**src/rtl/output_pair_pkg.sv**
```systemverilog
// Shared definitions for the output-pair serializer.
//   PAIR_W      width of one registered output pair (pin1, pin2)
//   GAP_W       width of the inter-frame gap counter (IDLE_GAP is 0..15)
//   ser_state_t serializer FSM states
package output_pair_pkg;

  localparam int PAIR_W = 2;
  localparam int GAP_W  = 4;

  typedef enum logic [1:0] {
    IDLE,
    BIT0,
    BIT1,
    GAP
  } ser_state_t;

endpackage

```
**src/rtl/output_pair_serializer_fifo.sv**
```systemverilog
// pair_fifo: DEPTH x PAIR_W synchronous FIFO with occupancy count.
// Ports:
//   src_clk  sole clock, posedge
//   rst      synchronous active-high reset (pointers and count only)
//   push     write wr_data this edge (ignored while full)
//   wr_data  pair to store
//   pop      advance the read pointer this edge (ignored while empty)
//   rd_data  head of the FIFO (valid while !empty)
//   count    occupancy 0..DEPTH
//   full     count == DEPTH
//   empty    count == 0
module pair_fifo
  import output_pair_pkg::*;
#(
  parameter int DEPTH = 4,
  parameter int CNT_W = $clog2(DEPTH) + 1
) (
  input  logic              src_clk,
  input  logic              rst,
  input  logic              push,
  input  logic [PAIR_W-1:0] wr_data,
  input  logic              pop,
  output logic [PAIR_W-1:0] rd_data,
  output logic [CNT_W-1:0]  count,
  output logic              full,
  output logic              empty
);

  localparam int PTR_W = $clog2(DEPTH);

  logic [PAIR_W-1:0] mem [DEPTH];
  logic [PTR_W-1:0]  wr_ptr;
  logic [PTR_W-1:0]  rd_ptr;
  logic              push_ok;
  logic              pop_ok;

  assign full    = (count == CNT_W'(DEPTH));
  assign empty   = (count == '0);
  assign push_ok = push && !full;
  assign pop_ok  = pop && !empty;
  assign rd_data = mem[rd_ptr];

  // NOTE: the storage array has no reset; an entry is only read after it was
  // written, so resetting pointers and count is enough and keeps it a RAM.
  always_ff @(posedge src_clk) begin
    if (push_ok) begin
      mem[wr_ptr] <= wr_data;
    end
  end

  // DEPTH is a power of two, so the pointers wrap by plain overflow.
  always_ff @(posedge src_clk) begin
    if (rst) begin
      wr_ptr <= '0;
      rd_ptr <= '0;
      count  <= '0;
    end else begin
      if (push_ok) wr_ptr <= wr_ptr + 1'b1;
      if (pop_ok)  rd_ptr <= rd_ptr + 1'b1;
      unique case ({push_ok, pop_ok})
        2'b10:   count <= count + 1'b1;
        2'b01:   count <= count - 1'b1;
        default: count <= count;
      endcase
    end
  end

endmodule

```
**src/rtl/output_pair_serializer.sv**
```systemverilog
// output_pair_serializer: buffers 2-bit output pairs and sends each one as a
// two-bit frame on a single registered output.
// Ports:
//   src_clk     sole clock, posedge
//   rst         synchronous active-high reset
//   in_valid    upstream pair valid
//   in_pair     [0]=pin1 bit, [1]=pin2 bit
//   in_ready    FIFO can accept (count != DEPTH)
//   out_en      downstream enable; 0 freezes the serializer
//   ser_out     serialized data bit, registered
//   ser_frame   high while ser_out carries a frame bit, registered
//   ser_last    high on the second bit of a frame, registered
//   fifo_count  FIFO occupancy 0..DEPTH
//   overflow    sticky: in_valid seen while full
module output_pair_serializer
  import output_pair_pkg::*;
#(
  parameter int DEPTH    = 4,
  parameter int IDLE_GAP = 1
) (
  input  logic                     src_clk,
  input  logic                     rst,
  input  logic                     in_valid,
  input  logic [PAIR_W-1:0]        in_pair,
  output logic                     in_ready,
  input  logic                     out_en,
  output logic                     ser_out,
  output logic                     ser_frame,
  output logic                     ser_last,
  output logic [$clog2(DEPTH):0]   fifo_count,
  output logic                     overflow
);

  localparam int CNT_W = $clog2(DEPTH) + 1;
  localparam logic [GAP_W-1:0] GAP_LOAD = GAP_W'((IDLE_GAP > 0) ? IDLE_GAP - 1 : 0);

  ser_state_t        state_q, state_d;
  logic [GAP_W-1:0]  gap_q, gap_d;
  logic [PAIR_W-1:0] held_q, held_d;
  logic              out_q, out_d;
  logic              frame_q, frame_d;
  logic              last_q, last_d;
  logic              start_frame;
  logic              pop;
  logic              fifo_full;
  logic              fifo_empty;
  logic [PAIR_W-1:0] head;

  pair_fifo #(
    .DEPTH (DEPTH),
    .CNT_W (CNT_W)
  ) u_fifo (
    .src_clk (src_clk),
    .rst     (rst),
    .push    (in_valid && in_ready),
    .wr_data (in_pair),
    .pop     (pop),
    .rd_data (head),
    .count   (fifo_count),
    .full    (fifo_full),
    .empty   (fifo_empty)
  );

  // A pop in the same cycle never frees a slot for a push while full.
  assign in_ready = !fifo_full;

  // Next-state and next-output logic.
  // NOTE: every signal written here gets a default first so no path leaves it
  // unassigned, which would otherwise infer a latch.
  always_comb begin
    state_d     = state_q;
    gap_d       = gap_q;
    held_d      = held_q;
    out_d       = out_q;
    frame_d     = frame_q;
    last_d      = last_q;
    start_frame = 1'b0;
    pop         = 1'b0;

    if (out_en) begin
      unique case (state_q)
        IDLE: start_frame = 1'b1;
        BIT0: begin
          out_d   = held_q[1];
          frame_d = 1'b1;
          last_d  = 1'b1;
          state_d = BIT1;
        end
        BIT1: begin
          if (IDLE_GAP == 0) begin
            start_frame = 1'b1;
          end else begin
            out_d   = 1'b0;
            frame_d = 1'b0;
            last_d  = 1'b0;
            gap_d   = GAP_LOAD;
            state_d = GAP;
          end
        end
        GAP: begin
          // The final gap cycle doubles as the IDLE decision so the frame
          // period is exactly 2 + IDLE_GAP cycles while data keeps coming.
          if (gap_q == '0) begin
            start_frame = 1'b1;
          end else begin
            out_d   = 1'b0;
            frame_d = 1'b0;
            last_d  = 1'b0;
            gap_d   = gap_q - 1'b1;
          end
        end
        default: state_d = IDLE;
      endcase

      if (start_frame) begin
        if (!fifo_empty) begin
          pop     = 1'b1;
          held_d  = head;
          out_d   = head[0];
          frame_d = 1'b1;
          last_d  = 1'b0;
          state_d = BIT0;
        end else begin
          out_d   = 1'b0;
          frame_d = 1'b0;
          last_d  = 1'b0;
          state_d = IDLE;
        end
      end
    end
  end

  // NOTE: sequential state uses non-blocking assignments so every register
  // samples the pre-edge values regardless of block evaluation order.
  always_ff @(posedge src_clk) begin
    if (rst) begin
      state_q <= IDLE;
      gap_q   <= '0;
      held_q  <= '0;
      out_q   <= 1'b0;
      frame_q <= 1'b0;
      last_q  <= 1'b0;
    end else begin
      state_q <= state_d;
      gap_q   <= gap_d;
      held_q  <= held_d;
      out_q   <= out_d;
      frame_q <= frame_d;
      last_q  <= last_d;
    end
  end

  always_ff @(posedge src_clk) begin
    if (rst) begin
      overflow <= 1'b0;
    end else if (in_valid && !in_ready) begin
      overflow <= 1'b1;
    end
  end

  assign ser_out   = out_q;
  assign ser_frame = frame_q;
  assign ser_last  = last_q;

endmodule
```
**config.mk**
```make
export PLATFORM = sky130hd
export DESIGN_NAME = output_pair_serializer
export DESIGN_NICKNAME = d
export VERILOG_FILES = /design/src/rtl/output_pair_pkg.sv /design/src/rtl/output_pair_serializer_fifo.sv /design/src/rtl/output_pair_serializer.sv
export SDC_FILE = /design/constraint.sdc
export NUM_CORES = 1
export LEC_CHECK = 0
export ABC_AREA = 1
export CORE_UTILIZATION = 55
export CTS_CLUSTER_DIAMETER = 200
export CTS_CLUSTER_SIZE = 20
export DETAILED_ROUTE_END_ITERATION = 16
export GPL_TIMING_DRIVEN = 0
export PLACE_DENSITY = 0.89
export SLEW_MARGIN = 5
export SYNTH_ARGS = -nofsm -noshare
export SYNTH_HDL_FRONTEND = slang
export SYNTH_SLANG_ARGS = --single-unit
```
**constraint.sdc**
```tcl
create_clock -name src_clk -period 2.9 [get_ports src_clk]
set_input_delay 0.435 -clock src_clk [delete_from_list [all_inputs] [get_ports src_clk]]
set_output_delay 0.435 -clock src_clk [all_outputs]
set_load 0.02 [all_outputs]
```
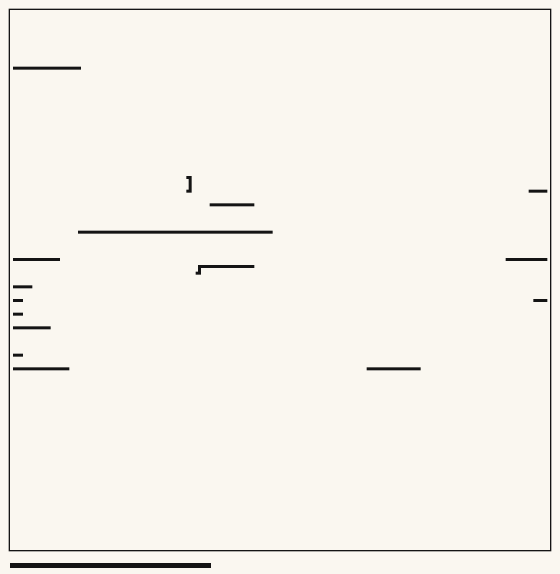
Run 1: M3 wires
Bar = 20 µm.
main direction	horizontal
longest straight run	19.1 µm
share of all routed wire	2.5%
nets with wire on the layer	14

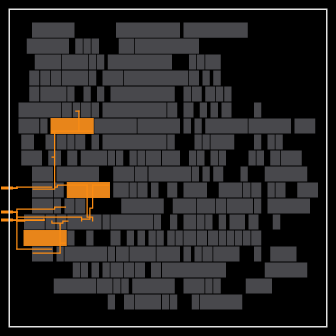
Run 1: wires at chosen ports, followed through buffers
port	color	direction	end cells	buffers	wire
fifo_count	orange	output	3	3	112 µm

==> run_results.csv, run 1 <==
group,metric,value,unit
clock_tree,postCtsResizedCells,0,
setup_path,cp-end-kind,"flop",
placed_design,placed_cell_area,1640,µm²
setup_path,crit_required,3.13,ns
pwr,clockPowerShare,15.5,%
timing,rsz0062_at_grt,"no",
final_layout,final_area,1690,µm²
pwr,p_comb_share,49.9,%
timing,setup_viol_count_final,0,
clock_tree,htree_levels,1,
timing,finClkSkew,0.00532,ns
synthesis,synthAdderAreaFrac,10.7,%
setup_path,path_buffers,4,
drt,wl_per_cell,11.4,µm
pwr,p_per_area,974,nW/µm²
die,die-area,2890,µm²
placed_design,dp.cells,226,
status,status,"finished clean",
placed_design,post-place-ws,0.426,ns
final_layout,syn_to_final_growth,15.0,%
setup_path,crit_slowest_cell,"dfxtp_1",
synthesis,fp_nets,201,
grt,grt_start_max_net_pins,17,
pwr,power.group.top,"combinational cells",
setup_path,path_delay_family,"adder cells",
die,num_io_pins,14,
pwr,swShare,42.6,%
setup_path,max_stage_delay,0.41,ns
timing,slew_headroom,78.5,%
drt,wl_met2,1.29,mm
synthesis,ys_top_cells_by_area,"dfxtp_1 27%, edfxtp_1 16%, ha_1 9.4%",
drt,met1_length,1.26,mm
setup_path,crit_arrival,2.76,ns
die,die_h,53.7,µm
die,rows,18,
clock_tree,cts_hold_buf,0,
drt,remaining_drc_errors,0,
flow_run,tool_warnings,33,
final_layout,regArea,641,µm²
drt,wl_met3,66,µm
pwr,power_frac_seq,34.6,%
setup_path,cp_max_fo,7,
final_layout,comb_area,691,µm²
synthesis,ys_area,1470,µm²
clock_tree,post_cts_buffers,0,
synthesis,syn_area,1470,µm²
final_layout,drive_gt1_share,10.0,%
synthesis,yosysTopAreaCell,"dfxtp_1",
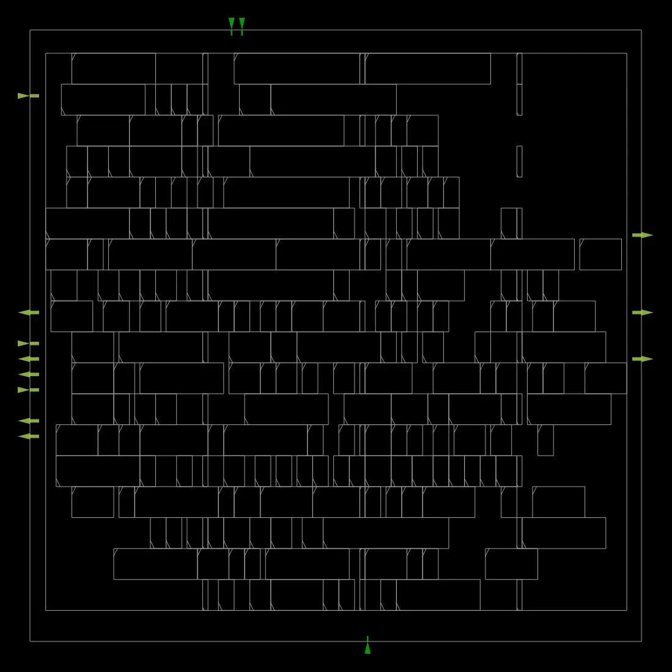
Run 1: cell placement
final std cells w/o fill: 230
sequential cell area share: 37.9%
flip-flops: 28
fillcell total: 198
final core utilization: 67.7%

run 1: how the worst max path moves through the flow:
| stage | from | end | slack, ns | cells after the start |
|---|---|---|---|---|
| after CTS | state_q[0] | u_fifo.count[2] | 0.38 | 14 |
| after global placement | out_en | u_fifo.count[2] | 0.49 | 10 |
| final | state_q[0] | u_fifo.count[2] | 0.37 | 14 |
| after detailed placement | state_q[0] | u_fifo.count[2] | 0.43 | 14 |
| after floorplan | state_q[0] | u_fifo.count[2] | 0.65 | 14 |
| after global routing | state_q[0] | u_fifo.count[2] | 0.21 | 14 |
run 1: state kept, by name, summed over array words and instances, names as in the netlist, named ones only:
| register | cells |
|---|---|
| u_fifo.mem | 8 |
| gap_q | 4 |
| u_fifo.count | 3 |
| state_q | 2 |
| u_fifo.rd_ptr | 2 |
| u_fifo.wr_ptr | 2 |
| held_q | 1 |
| overflow | 1 |
| ser_frame | 1 |
| ser_last | 1 |
| ser_out | 1 |
run 1: layout by cell type, fill, tap and decap left out, drive strengths merged:
cell type | synthesis | final
bufinv | 0 | 1
nand3 | 9 | 9
a21oi | 14 | 14
dfxtp | 20 | 20
buf | 1 | 1
or2 | 1 | 1
o211ai | 1 | 1
edfxtp | 8 | 8
nand4 | 1 | 1
clkbuf | 0 | 3
nand2 | 35 | 35
xor2 | 1 | 1
clkdlybuf4s50 | 0 | 13
o21ai | 15 | 15
ha | 11 | 11
inv | 36 | 36
nand3b | 1 | 1
nor2 | 26 | 26
nor3 | 1 | 1
nor3b | 1 | 1
fa | 1 | 1
run 1: area by class of cell:
type | count | area share, %
Sequential cell | 28 | 37.9
Clock buffer | 3 | 1.33
Inverter | 36 | 7.99
Tap cell | 30 | 2.22
Buffer | 1 | 0.296
Clock inverter | 1 | 1.78
Timing Repair Buffer | 13 | 7.69
Multi-Input combinational cell | 118 | 40.8
==> run 2: changes to the inputs <==
--- a/config.mk
+++ b/config.mk
@@ -16,3 +16,4 @@
 export SYNTH_ARGS = -nofsm -noshare
 export SYNTH_HDL_FRONTEND = slang
 export SYNTH_SLANG_ARGS = --single-unit
+export TNS_END_PERCENT = 30
==> run 2 against run 1 <==
Critical path depth stayed put. Highest routed layer unchanged. Clock-buffer cell count stayed put. Sequential cell count stayed put. Die area stayed put. Largest cell class unchanged. Combinational power hardly changed. Total power stayed put. Via count stayed put.
==> run_results.csv, run 2 <==
group,metric,value,unit
setup_path,critical_path.startpoint,"state_q[0]",
final_layout,lay_top_cells,"34 x inv_1, 28 x nand2_1, 23 x nor2_1, 20 x dfxtp_1, 14 x a21oi_1",
clock_tree,postCtsResizedCells,0,
flow_run,tool_warnings,33,
final_layout,regMostFlops,"u_fifo.mem",
die,die_h,53.7,µm
final_layout,syn_to_final_growth,15.0,%
timing,finClkSkew,0.00532,ns
pwr,p_per_area,974,nW/µm²
final_layout,drive_gt1_share,10.0,%
timing,slew_headroom,78.5,%
placed_design,dp.cells,226,
synthesis,fp_nets,201,
final_layout,final_cell_count_no_fill,230,
timing,rsz0062_at_grt,"no",
grt,grt_start_max_net_pins,17,
clock_tree,cts_hold_buf,0,
final_layout,reg_top3,"u_fifo.mem (8), gap_q (4), u_fifo.count (3)",
synthesis,ys_top_cells_by_area,"dfxtp_1 27%, edfxtp_1 16%, ha_1 9.4%",
status,status,"finished clean",
drt,remaining_drc_errors,0,
setup_path,path_delay_family,"adder cells",
setup_path,crit_required,3.13,ns
setup_path,max_stage_delay,0.41,ns
drt,wl_per_cell,11.4,µm
final_layout,largest_reg_flops,8,
final_layout,layout_top_cell,"inv_1",
setup_path,cp-end-kind,"flop",
setup_path,crit_slowest_cell,"dfxtp_1",
[run 2: cell counts in the layout (fill, tap and decap cells not counted)]
Identical to the previous run, type by type.
[run 2: where the power goes]
group | internal, W | switching (W) | total [W]
Clock | 0.000140 | 0.000115 | 0.000255
Sequential | 0.000493 | 0.0000775 | 0.000571
Combinational | 0.000312 | 0.000510 | 0.000822
Total | 0.000945 | 0.000703 | 0.00165
[run 2: final timing paths]
kind	endpoint	slack, ns
max	u_fifo.count[2]	0.37
min	gap_q[1]	0.47
max reg2reg	u_fifo.count[2]	0.37
min reg2reg	gap_q[1]	0.47
[run 2: through the flow]
step           setup WS, ns  instance area, µm²  util, %
2_1_floorplan         0.654                1470        -
3_3_place_gp          0.495                1640     65.6
3_5_place_dp          0.426                1640     65.6
4_1_cts               0.377                1690     67.7
5_1_grt               0.211                1690     67.7
6_report              0.369                1690     67.7
[run 2: kinds of logic after synthesis]
kind of cell | count (synthesis) | share of synthesized area, %
DFF | 28 | 43.5
and+or+nand+nor | 75 | 25.0
buffers and inverters | 37 | 9.52
AOI/OAI and AO/OA | 30 | 10.6
adders and majority gates | 12 | 10.7
xor gates and xnor gates | 1 | 0.595
[run 2: area by class of cell]
type | count | area [µm²] | area share (%)
tap | 30 | 37.5 | 2.22
clock buffer | 3 | 22.5 | 1.33
buffer | 1 | 5.00 | 0.296
timing repair buffer | 13 | 130 | 7.69
clock inverter | 1 | 30.0 | 1.78
multi-input combinational | 118 | 691 | 40.8
sequential | 28 | 641 | 37.9
inverter | 36 | 135 | 7.99
[run 2: metal layers]
layer,up-vias,track usage [%],routed length (µm)
li1,612,-,-
met1,514,23.9,1260
met2,19,38.3,1290
met3,2,3.67,66
met4,0,7.46,16
met5,-,0,0
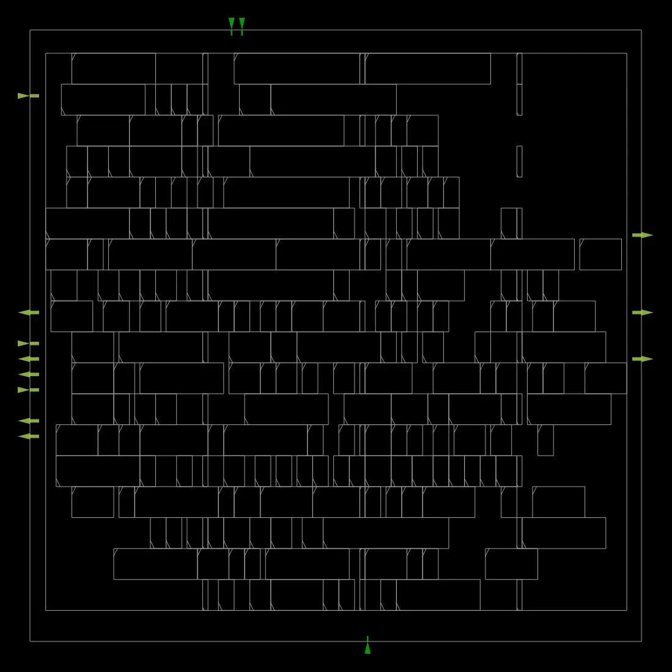
Run 2: cell placement
core area: 2500 µm²
std cell rows: 18
tap cell count: 30

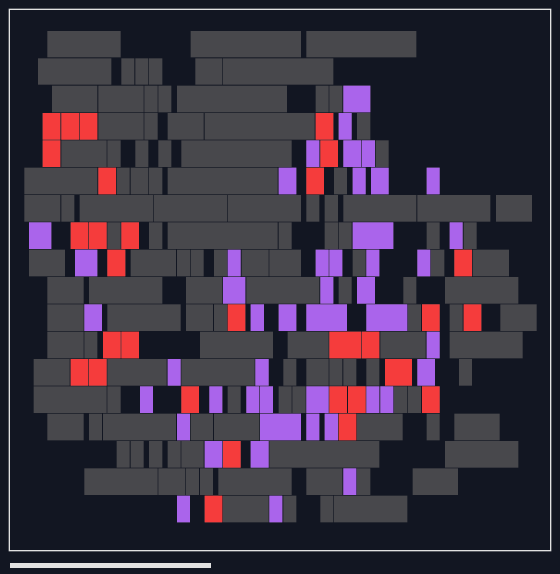
Run 2: gate-type map
Bar = 20 µm.
family	color	cells
aoi and oai cells	red	30
nand cells	purple	46

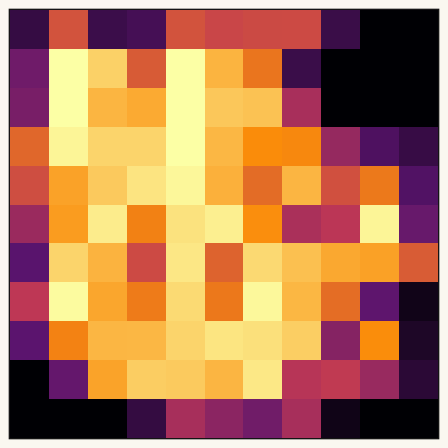
Run 2: cell density map
11 x 11 tiles, from black (low) to pale yellow (high), 0 to 100% covered.
fullest tile	100%
mean over tiles	57%
tiles over 75% full	43%
densest ninth of the die	center
nearly empty tiles	12%

Power is estimated from default activity; no workload was simulated.
